==> config.mk <==
export PLATFORM = sky130hd
export DESIGN_NAME = dm_port_arbiter_flat
export DESIGN_NICKNAME = d
export VERILOG_FILES = /design/src/rtl/dm_port_arbiter_if.sv /design/src/rtl/dm_port_arbiter.sv /design/src/flat_wrapper.sv
export SDC_FILE = /design/constraint.sdc
export NUM_CORES = 1
export LEC_CHECK = 0
export CAP_MARGIN = 10
export CORE_ASPECT_RATIO = 0.75
export CORE_MARGIN = 4
export CORE_UTILIZATION = 37
export CTS_CLUSTER_DIAMETER = 200
export DETAILED_ROUTE_END_ITERATION = 16
export MAX_ROUTING_LAYER = met4
export PLACE_DENSITY = 0.84
export RECOVER_POWER = 100
export SKIP_CTS_REPAIR_TIMING = 1
export SYNTH_ARGS = -nofsm -noshare
export SYNTH_HDL_FRONTEND = slang
export SYNTH_SLANG_ARGS = --single-unit
==> constraint.sdc <==
create_clock -name clk -period 2.7 [get_ports clk]
set_input_delay 0.54 -clock clk [delete_from_list [all_inputs] [get_ports clk]]
set_output_delay 0.54 -clock clk [all_outputs]
set_load 0.03 [all_outputs]
### M4 wires

Supply wires on this layer in grey.
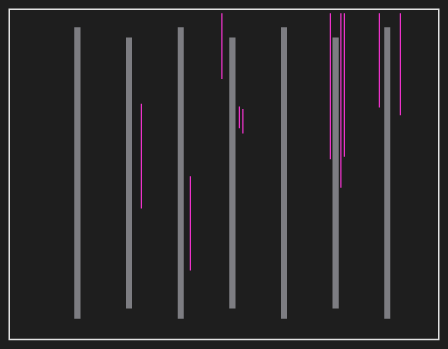
10 nets have wire on it. The layer carries 252 um of wire.
Vias: 3373
final wirelength: 11.8 mm

### Drive-strength map

Bar = 20 um.
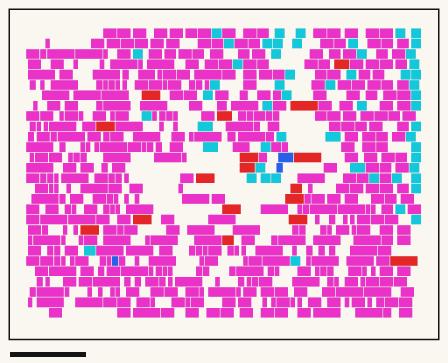
Key: x2 = blue [cells 3, share 0.52%]; x6 and larger = red [cells 17, share 3.0%]; x1 and smaller = magenta [cells 497, share 87%]; x3 and x4 = cyan [cells 55, share 9.6%]
Buffers, non-clock: 233
Final Cell Area: 0.00546 mm^2
worst setup slack after layout: 0.0261 ns
area growth from synthesis to final layout: 80.4%

### Sequential cells coloured by netlist name

Other sequential cells in the stronger grey, the rest of the logic in the fainter grey.
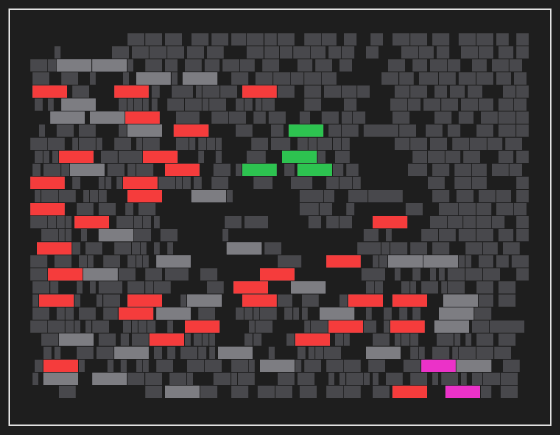
Key: u_core.state_q = magenta [sequential cells 2]; u_core.bus.m1_rdata = red [sequential cells 32]; u_core.starve_q = green [sequential cells 4]
Another 32 sequential cells are not coloured.
sequential group power: 1110 uW
area taken by flip-flops and latches: 0.00140 mm^2
sequential share of cell area: 25.7%

### Clock network drawn from the DEF

Bar = 20 um.
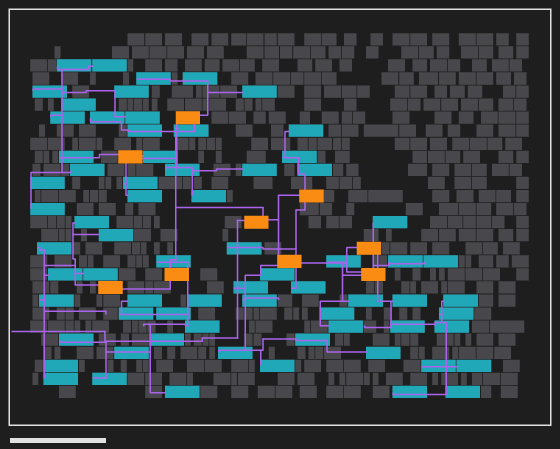
Key: clock wires = purple [length 846 um]; flip-flops = cyan [count 70]; clock-net drivers = orange [count 9]
Position of the flops: widely spread. There are 10 routed clock nets.
power in the clock group: 773 uW
setup skew after layout: 0.00753 ns
clock network power share: 29.8%
worst-skew pair later-pin latency: 0.33 ns

==> results.txt <==
Implementation run completed; key figures follow.

Finish:
- The run puts the clock distribution area overhead in the final layout at 3.32%.
- Per the area breakdown, the dominant cell category is non-clock buffers.
- The run gives the share of the core filled with cells in the final layout as 69.0%.
- The run gives the number of logic inverters in the finished layout as 32.
- The library cells used most frequently in the layout, excluding fill and tap cells, are 178 x clkdlybuf4s50_1, 70 x dfxtp_1, 64 x nand2_1.
- The run puts the combinational fraction of the cell area at 25.4%.
- The run puts the area share of buffers outside the clock network at 41.1%.
- The run puts the post-layout net count at 682.
- Of the cells placed in the final design, the portion with a size suffix greater than 1 is 13.1%.
- The run gives the count of multi-input gates as 221.

Detailed routing:
- The run puts the first-pass iteration count of the detailed router at 4.
- The detailed router reports a met2 wire length of 5.83 mm.
- The run gives the number of vias per cell after detailed routing as 4.98.
- Once iteration 0 of detailed routing completed, the report listed 159 DRC markers.
- The run puts the detailed route wirelength on metal3 at 910 um.

Global route:
- Global routing put the most usage on met2.
- The run gives the pin count of the biggest net entering global routing as 55.
- On met3, the global router reports a usage of 8.09%.

Critical path:
- STA puts the critical path data arrival time at 2.13 ns.
- STA classifies the critical path startpoint as an input pin.
- The timing report gives the biggest stage delay along the critical path as 0.48 ns.
- Broken down by cell family, the worst path's largest delay share belongs to simple AND/OR/NAND/NOR gates.
- The run gives the kind of critical path as in2out.
- The run puts the count of buffer and inverter cells on the critical path at 2.
- The run gives the number of gates on the worst path with buffers counted as 5.

Yosys:
- The synthesis report gives the async set-or-reset register share as 0%.
- The run puts the floorplan net count at 468.
- Among all flip-flop cells after synthesis, the most frequent one is dfxtp_1.
- The run puts the post-synthesis area per instance at 8.58 um^2.
- The run puts the chip area in the Yosys report at 0.00303 mm^2.
- The run gives the top cell type by total area after synthesis as dfxtp_1.
- The run gives the gate count after technology mapping as 353.
- The run gives the cell total in the yosys stat output as 353.
- The share of the Yosys chip area taken by registers is 46.3%.
- The run gives the area fraction in and, or, nand and nor cells as 16.8%.
- The synthesized netlist occupies a cell area of 0.00303 mm^2.
- The run puts the AND-OR/OR-AND share of the synthesized area at 16.9%.

Power and ir drop:
- The dominant power group in this design is registers.
- The run gives the power per unit of standard cell area as 475 mW/mm^2.
- Looking at the VDD voltage map, the peak drop is 0.407 mV.
- The run gives the static leakage as 0.00225 uW.
- The run puts the power dissipated by switching net loads at 816 uW.
- The run gives the overall power after layout as 2600 uW.

Place:
- The run gives the sum of net half-perimeters after detailed placement as 8.90 mm.
- The pre-CTS setup check shows a worst slack of -0.0354 ns.
- Including well taps, the total number of placed cells is 658.
- The run gives the cell area after placement as 0.00524 mm^2.

Final timing:
- The run puts the count of final hold-check violations at 0.
- The run gives the count of final max-slew check failures as 0.
- The run puts the achievable frequency at 374 MHz.
- For the finished layout, the period the worst path requires is 2.67 ns.
- The run puts the worst max-slew margin expressed relative to the limit at 61.3%.

Clocking:
- The run gives the TritonCTS buffer count as 9.
- The run gives the maximum clock path buffer count as 2.
- The run puts the clock edge transition at the registers on the reported setup and hold paths at 0.07 ns.

Outcome:
- The run finished with clean final reports.

Job:
- The run gives the OpenROAD warning count as 26.

Floorplanning:
- The run puts the height of the chip at 86.3 um.
Power figures rest on the tool's default switching activity, not on a simulated workload.
